==> src/rtl/xm_pkg.sv <==
// Shared types and encodings for the xm memory bridge.
// FSM state enum, lane-select and error-code constants.
package xm_pkg;

  typedef enum logic [1:0] {
    IDLE = 2'd0,
    REQ  = 2'd1,
    DONE = 2'd2,
    ERR  = 2'd3
  } state_t;

  localparam logic [1:0] DS_LO   = 2'b01;
  localparam logic [1:0] DS_HI   = 2'b10;
  localparam logic [1:0] DS_WORD = 2'b11;

  localparam logic [1:0] ERR_NONE    = 2'b00;
  localparam logic [1:0] ERR_BADMEM  = 2'b01;
  localparam logic [1:0] ERR_DSEL    = 2'b10;
  localparam logic [1:0] ERR_TIMEOUT = 2'b11;

endpackage

==> src/rtl/xm_byte_lane.sv <==
// Combinational byte-lane steer (write) and extract (read).
// Ports: dsel_i lane select, wdata_i/rdata_i raw, be_o/wdata_o/rdata_o steered.
module xm_byte_lane
  import xm_pkg::*;
#(
  parameter int WORD = 16
) (
  input  logic [1:0]      dsel_i,
  input  logic [WORD-1:0] wdata_i,
  input  logic [WORD-1:0] rdata_i,
  output logic [1:0]      be_o,
  output logic [WORD-1:0] wdata_o,
  output logic [WORD-1:0] rdata_o
);

  always_comb begin
    be_o    = 2'b00;
    wdata_o = wdata_i;
    rdata_o = rdata_i;
    unique case (1'b1)
      (dsel_i == DS_LO): begin
        be_o    = 2'b01;
        wdata_o = {(WORD/8){wdata_i[7:0]}};
        rdata_o = {{(WORD-8){1'b0}}, rdata_i[7:0]};
      end
      (dsel_i == DS_HI): begin
        be_o    = 2'b10;
        wdata_o = {(WORD/8){wdata_i[7:0]}};
        rdata_o = {{(WORD-8){1'b0}}, rdata_i[WORD-1:WORD-8]};
      end
      (dsel_i == DS_WORD): begin
        be_o = 2'b11;
      end
      default: begin
        be_o = 2'b00;
      end
    endcase
  end

endmodule

==> src/rtl/xm_mem_bridge.sv <==
// Multi-cycle memory bus bridge: one access per start, req/ack with timeout.
// Ports: start/wr/datSel/badMem/addr/wdata in; rdata/busy/done/err/errCode out; bus_* side.
module xm_mem_bridge
  import xm_pkg::*;
#(
  parameter int WORD    = 16,
  parameter int ADDR_W  = 15,
  parameter int TIMEOUT = 15
) (
  input  logic              clk_i,
  input  logic              rst_ni,
  input  logic              start_i,
  input  logic              wr_i,
  input  logic [1:0]        datSel_i,
  input  logic              badMem_i,
  input  logic [ADDR_W-1:0] addr_i,
  input  logic [WORD-1:0]   wdata_i,
  output logic [WORD-1:0]   rdata_o,
  output logic              busy_o,
  output logic              done_o,
  output logic              err_o,
  output logic [1:0]        errCode_o,
  output logic              bus_req_o,
  output logic              bus_we_o,
  output logic [1:0]        bus_be_o,
  output logic [ADDR_W-1:0] bus_addr_o,
  output logic [WORD-1:0]   bus_wdata_o,
  input  logic              bus_ack_i,
  input  logic [WORD-1:0]   bus_rdata_i
);

  localparam int CW = (TIMEOUT > 1) ? $clog2(TIMEOUT) : 1;
  localparam logic [CW-1:0] LAST = CW'(TIMEOUT - 1);

  state_t            state_q, state_d;
  logic [CW-1:0]     cnt_q, cnt_d;
  logic [1:0]        ecode_q, ecode_d;
  logic              wr_q;
  logic [1:0]        dsel_q;
  logic [ADDR_W-1:0] addr_q;
  logic [WORD-1:0]   wdata_q;
  logic [WORD-1:0]   rdata_q;
  logic              cap;
  logic              rd_ld;
  logic [1:0]        be;
  logic [WORD-1:0]   wsteer;
  logic [WORD-1:0]   rext;

  xm_byte_lane #(.WORD(WORD)) u_lane (
    .dsel_i  (dsel_q),
    .wdata_i (wdata_q),
    .rdata_i (bus_rdata_i),
    .be_o    (be),
    .wdata_o (wsteer),
    .rdata_o (rext)
  );

  always_ff @(posedge clk_i) begin
    if (!rst_ni) begin
      state_q <= IDLE;
      cnt_q   <= '0;
      ecode_q <= ERR_NONE;
    end else begin
      state_q <= state_d;
      cnt_q   <= cnt_d;
      ecode_q <= ecode_d;
    end
  end

  always_ff @(posedge clk_i) begin
    if (!rst_ni) begin
      wr_q    <= 1'b0;
      dsel_q  <= 2'b00;
      addr_q  <= '0;
      wdata_q <= '0;
      rdata_q <= '0;
    end else begin
      if (cap) begin
        wr_q    <= wr_i;
        dsel_q  <= datSel_i;
        addr_q  <= addr_i;
        wdata_q <= wdata_i;
      end
      if (rd_ld) begin
        rdata_q <= rext;
      end
    end
  end

  always_comb begin
    state_d   = state_q;
    cnt_d     = cnt_q;
    ecode_d   = ecode_q;
    cap       = 1'b0;
    rd_ld     = 1'b0;
    bus_req_o = 1'b0;
    done_o    = 1'b0;
    err_o     = 1'b0;
    unique case (state_q)
      IDLE: begin
        if (start_i) begin
          cap   = 1'b1;
          cnt_d = '0;
          if (badMem_i) begin
            ecode_d = ERR_BADMEM;
            state_d = ERR;
          end else if (datSel_i == 2'b00) begin
            ecode_d = ERR_DSEL;
            state_d = ERR;
          end else begin
            ecode_d = ERR_NONE;
            state_d = REQ;
          end
        end
      end
      REQ: begin
        bus_req_o = 1'b1;
        // ack on the final allowed cycle still completes
        if (bus_ack_i) begin
          rd_ld   = !wr_q;
          state_d = DONE;
        end else if (cnt_q == LAST) begin
          ecode_d = ERR_TIMEOUT;
          state_d = ERR;
        end else begin
          cnt_d = cnt_q + 1'b1;
        end
      end
      DONE: begin
        done_o  = 1'b1;
        state_d = IDLE;
      end
      ERR: begin
        err_o   = 1'b1;
        state_d = IDLE;
      end
      default: state_d = IDLE;
    endcase
  end

  assign busy_o      = (state_q != IDLE);
  assign errCode_o   = ecode_q;
  assign rdata_o     = rdata_q;
  assign bus_we_o    = bus_req_o & wr_q;
  assign bus_be_o    = bus_req_o ? be : 2'b00;
  assign bus_addr_o  = addr_q;
  assign bus_wdata_o = wsteer;

endmodule

==> config.mk <==
export PLATFORM = sky130hd
export DESIGN_NAME = xm_mem_bridge
export DESIGN_NICKNAME = d
export VERILOG_FILES = /design/src/rtl/xm_pkg.sv /design/src/rtl/xm_byte_lane.sv /design/src/rtl/xm_mem_bridge.sv
export SDC_FILE = /design/constraint.sdc
export NUM_CORES = 1
export LEC_CHECK = 0
export ABC_AREA = 1
export CORE_UTILIZATION = 40
export CTS_CLUSTER_DIAMETER = 50
export CTS_CLUSTER_SIZE = 14
export DETAILED_ROUTE_END_ITERATION = 12
export GPL_ROUTABILITY_DRIVEN = 0
export GPL_TIMING_DRIVEN = 0
export PLACE_DENSITY_LB_ADDON = 0.12
export SLEW_MARGIN = 20
export SYNTH_ARGS = -nofsm -noshare
export SYNTH_HDL_FRONTEND = slang
export SYNTH_SLANG_ARGS = --single-unit
==> constraint.sdc <==
create_clock -name clk_i -period 4.6 [get_ports clk_i]
set_clock_uncertainty 0.1 [all_clocks]
set_input_delay 0.92 -clock clk_i [delete_from_list [all_inputs] [get_ports clk_i]]
set_output_delay 0.92 -clock clk_i [all_outputs]
set_load 0.02 [all_outputs]
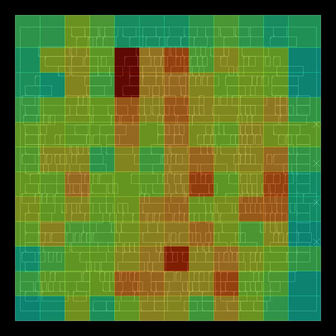
Figure 1: run 1, track usage over the die.
end-of-flow core utilization: 63.0%
wire per inst: 12.4 um
grt met2 use: 33.0%
Most Crowded Layer GR: met2

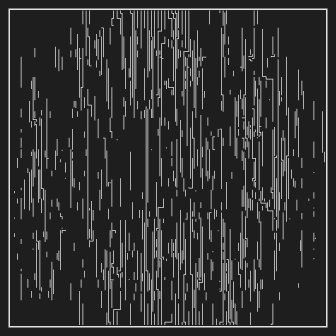
Figure 2: run 1, M2 wires.
429 nets have wire on it. The layer carries 3360 um of wire. The longest straight run is 45.2 um.

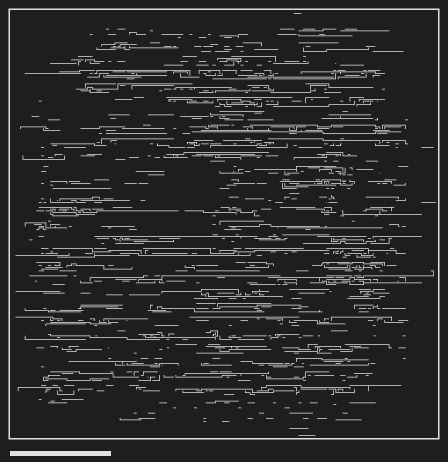
Figure 3: run 1, metal 1.
Bar = 20 um.
The layer holds 44% of the routed length. The wires run mostly horizontal.

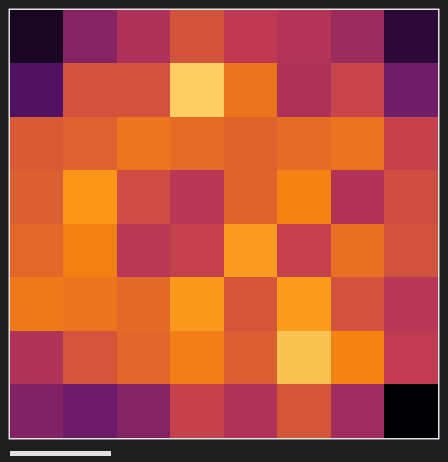
Figure 4: run 1, cell area per tile.
Bar = 20 um. The die is cut into 8 by 8 equal tiles; black is low, pale yellow is high, 0 to 100% covered.
The fullest tile reaches 89%. 1.6% of the tiles are nearly empty. 9.4% of the tiles are over 75% full. The mean over all tiles is 56%.

==> flow_summary_export.csv, run 1 <==
group,metric,value,unit
outcome,status,"complete, but fails checks",
outcome,violations,"DRC",
floorplan,die_w,84.9,um
power_and_ir_drop,internal-power,0.000950,W
final_layout,lay_top_cells,"109 x clkdlybuf4s50_1, 96 x nor2_1, 58 x nand2_1, 58 x dfxtp_1, 34 x o21ai_0",
timing,post-route-min-period,3.45,ns
drt,dr.pass1.iters,8,
critical_path,crit_required,3.58,ns
final_layout,logic_area,0.00129,sq mm
power_and_ir_drop,leakagePower,1.70,nW
critical_path,worstRegToRegCells,9,
floorplan,pin_count,111,
clock_tree,clkTransAtPathRegs,0.06,ns
power_and_ir_drop,combPwrFrac,30.8,%
clock_tree,root_buffer,"clkbuf_8",
clock_tree,cts_made_buffers,9,
drt,drcViolationCount,4,
clock_tree,cts_htree_levels,3,
final_layout,flop-count,58,
timing,tns,0,ns
timing,period_used_share,75.0,%
flow_run,warnings,30,
critical_path,crit_type,"reg2out",
critical_path,worst_path_largest_cell_delay,0.62,ns
synth,ys_area,0.00275,sq mm
clock_tree,cts_resized,0,
critical_path,cp-endpoint,"bus_wdata_o[12]",
final_layout,drive_gt1_share,12.3,%
power_and_ir_drop,pwr-share-clk,27.8,%
grt,grt_pass1_vias,2459,
critical_path,cp_cell_sequence,"inv_1 > ha_1 > buf_2 > clkbuf_1 > nand2_1 > nand2_1 > clkdlybuf4s50_1",
final_layout,n_antenna_cell,0,
hold_path,hp-start,"rdata_o[10]",
floorplan,num_rows,29,
final_layout,sh_seq_area,28.4,%
power_and_ir_drop,power_leader,"registers",
power_and_ir_drop,p_per_area,340,mW/mm^2
clock_tree,cts_tree,"yes",
critical_path,critical_path.max_fanout,10,
synth,syn_area_per_cell,7.39,sq um
timing,drv_slew,0,
synth,ys_top_logic_family,"simple AND/OR/NAND/NOR gates",
placement,post-dp-hpwl,5490,um
power_and_ir_drop,p_switching,0.000443,W
final_layout,clock_buffers,10,
power_and_ir_drop,ir_drop,184,uV
hold_path,hp-class,"reg2reg",
floorplan,initial_utilization,42.3,%
synth,xor_share,0,%
synth,ys_seq_share,42.3,%
grt,antenna_found_initial,0,
critical_path,r2r_slack,2.75,ns
## run 1: Yosys cell counts
cell      instances  area share, %
nand2_4           1           0.41
nand3_2           6            2.2
buf_12            2            1.5
or2_2             1           0.23
nand2_2           3           0.68
o21ai_0          34            6.2
nand3_1          21            3.8
buf_2             6            1.1
nor2_1           96             13
a21oi_2           7            2.2
clkbuf_1          7           0.96
inv_2             1           0.14
dfxtp_1          58             42
nor2_2            1           0.23
o21ai_1          16            2.9
nand2_1          58            7.9
nor2_4            1           0.41
ha_1              6            2.7
buf_6             4            1.6
nand3_4           1           0.64
a21oi_1          10            1.8
nor2_8            1           0.73
inv_6             1           0.32
nand4_1           2           0.46
o211ai_1          1           0.27
inv_4             1           0.23
inv_1            16            2.2
buf_4            10            2.7
## run 1: through the flow
step	total power, W	hold slack, ns
6_report	0.00139	0.362
5_1_grt	0.00147	0.384
4_1_cts	0.00141	0.370
3_5_place_dp	0.00102	0.361
3_3_place_gp	0.00101	0.355
2_1_floorplan	0.000832	0.355
## run 1: per-layer routing
layer  global-route usage, %  vias to the layer above  part of all wire [%]
li1                        -                     1429                     -
met1                    25.9                     1207                    44
met2                    33.0                       82                    47
met3                    7.68                       12                   7.0
met4                    6.78                        0                   1.5
met5                       0                        -                     0
## run 1: registers in the layout (all words and copies together), names as in the netlist
register	flops
wr_q	1
cnt_q	4
dsel_q	2
errCode_o	2
bus_addr_o	15
state_q	2
rdata_o	16
wdata_q	16
## run 1: worst register-to-register path, cell delays in order, from the launching register on
cell	delay (ns)
dfxtp_1	0.36
inv_1	0.09
ha_1	0.27
buf_2	0.16
inv_1	0.12
buf_4	0.20
o21ai_0	0.15
nand2_1	0.07
nor2_1	0.16
nor2_1	0.07
## Run 2: what changed since run 1
==> constraint.sdc (replaced) <==
create_clock -name clk_i -period 3.4 [get_ports clk_i]
set_clock_uncertainty 0.1 [all_clocks]
set_input_delay 0.68 -clock clk_i [delete_from_list [all_inputs] [get_ports clk_i]]
set_output_delay 0.68 -clock clk_i [all_outputs]
set_load 0.02 [all_outputs]
==> flow_summary_export.csv, run 2 <==
group,metric,value,unit
outcome,status,"complete, but fails checks",
outcome,violations,"DRC",
power_and_ir_drop,p_per_area,461,mW/mm^2
clock_tree,cts_hold_buffers,0,
drt,top_layer,"met4",
power_and_ir_drop,pwr-share-clk,27.8,%
drt,wl_met2,3360,um
synth,syn_area_per_cell,7.39,sq um
power_and_ir_drop,ir_drop,249,uV
clock_tree,cts_tree,"yes",
timing,drv_slew,0,
hold_path,hp-class,"reg2reg",
clock_tree,cts_resized,0,
grt,grt_pass1_vias,2459,
clock_tree,root_buffer,"clkbuf_8",
grt,antenna_found_initial,0,
synth,numSynthFlops,58,
synth,ff_type,"dfxtp_1",
synth,common_cells,"96 x nor2_1, 58 x dfxtp_1, 58 x nand2_1",
grt,grt_pass1_wl,11600,um
timing,period_used_share,94.4,%
clock_tree,clockBufferDepth,2,
floorplan,num_rows,29,
power_and_ir_drop,p_switching,0.000599,W
synth,synth_top_cell_by_count,"nor2_1",
final_layout,drive_gt1_share,12.3,%
drt,wire_per_inst,12.4,um
critical_path,crit_required,2.62,ns
clock_tree,cts_made_buffers,9,
clock_tree,cts_htree_levels,3,
clock_tree,clkTransAtPathRegs,0.06,ns
drt,wl_met3,497,um
synth,synth-edff-count,0,
hold_path,hp-start,"rdata_o[10]",
final_layout,nFillCells,605,
power_and_ir_drop,combPwrFrac,30.8,%
synth,topCellsByArea,"dfxtp_1 42%, nor2_1 13%, nand2_1 7.9%, o21ai_0 6.2%, nand3_1 3.8%",
critical_path,worst_path_largest_cell_delay,0.62,ns
drt,dr.pass1.iters,8,
synth,yosys.area.top_type,"dfxtp_1",
critical_path,cp_cell_sequence,"inv_1 > ha_1 > buf_2 > clkbuf_1 > nand2_1 > nand2_1 > clkdlybuf4s50_1",
synth,ys_seq_share,42.3,%
final_layout,n_antenna_cell,0,
drt,wl_met1,3140,um
power_and_ir_drop,internal-power,0.00129,W
timing,post-route-min-period,3.21,ns
synth,ys_area,0.00275,sq mm
timing,tns,0,ns
placement,post-dp-hpwl,5490,um
critical_path,crit_type,"reg2out",
critical_path,cp-endpoint,"bus_wdata_o[12]",
synth,synthArstFlopShare,0,%
floorplan,pin_count,111,
critical_path,critical_path.max_fanout,10,
flow_run,warnings,30,
drt,drcViolationCount,4,
placement,placed_cells_incl_taps,558,
synth,top_area_share,42.3,%
final_layout,lay_top_cells,"109 x clkdlybuf4s50_1, 96 x nor2_1, 58 x nand2_1, 58 x dfxtp_1, 34 x o21ai_0",
drt,routed_wl,7100,um
floorplan,die_w,84.9,um
power_and_ir_drop,leakagePower,1.70,nW
run 2: cell counts in the layout (fill, tap and decap cells not counted):
Identical to the previous run, type by type.
run 2: layout make-up:
type	count	area, sq um	share of cell area (%)
tap	77	96.3	2.35
inverter	19	78.8	1.93
buffer	29	216	5.29
clock buffer	10	138	3.36
clock inverter	4	20.0	0.489
sequential	58	1160	28.4
timing repair buffer	109	1090	26.7
multi-input combinational	266	1290	31.5
run 2: routing by layer:
layer,up-vias,track usage [%]
met5,-,0
met4,0,6.78
met3,12,7.68
met2,82,33.0
met1,1207,25.9
li1,1429,-
run 2: power by group through the flow:
stage	registers, W	clock network (W)	logic (W)
5_1_grt	0.000788	0.000572	0.000633
3_5_place_dp	0.000795	0	0.000583
6_report	0.000781	0.000524	0.000580
3_3_place_gp	0.000792	0	0.000579
2_1_floorplan	0.000828	0	0.000298
4_1_cts	0.000781	0.000538	0.000585
run 2: stage by stage:
step	total power (W)	setup WS [ns]	util [%]	hold WS, ns	area (sq um)
after floorplan	0.00113	1.30	-	0.355	2750
after global placement	0.00137	0.563	60.6	0.355	3940
after detailed placement	0.00138	0.540	60.6	0.361	3940
after CTS	0.00190	0.164	63.0	0.370	4090
after global routing	0.00199	0.0265	63.0	0.384	4090
final	0.00188	0.191	63.0	0.362	4090
run 2: logic make-up after synthesis:
logic type / after synthesis / synth area share (%)
and+or+nand+nor: 192 / 30.8
AOI/OAI and AO/OA: 68 / 13.4
buffers and inverters: 48 / 10.7
DFF: 58 / 42.3
adders and majority gates: 6 / 2.73
run 2: worst register-to-register path, stage by stage, from the launching register on:
cell,delay [ns]
dfxtp_1,0.36
inv_1,0.09
ha_1,0.27
buf_2,0.16
inv_1,0.12
buf_4,0.20
o21ai_0,0.15
nand2_1,0.07
nor2_1,0.16
nor2_1,0.07
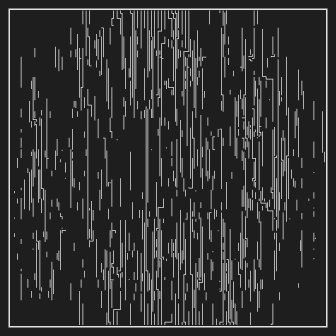
Figure 5: run 2, M2 wires.
429 nets have wire on it. The layer carries 3360 um of wire. The layer holds 47% of the routed length. The longest straight run is 45.2 um.

No activity file was given, so power comes from the tool's default toggle rates.
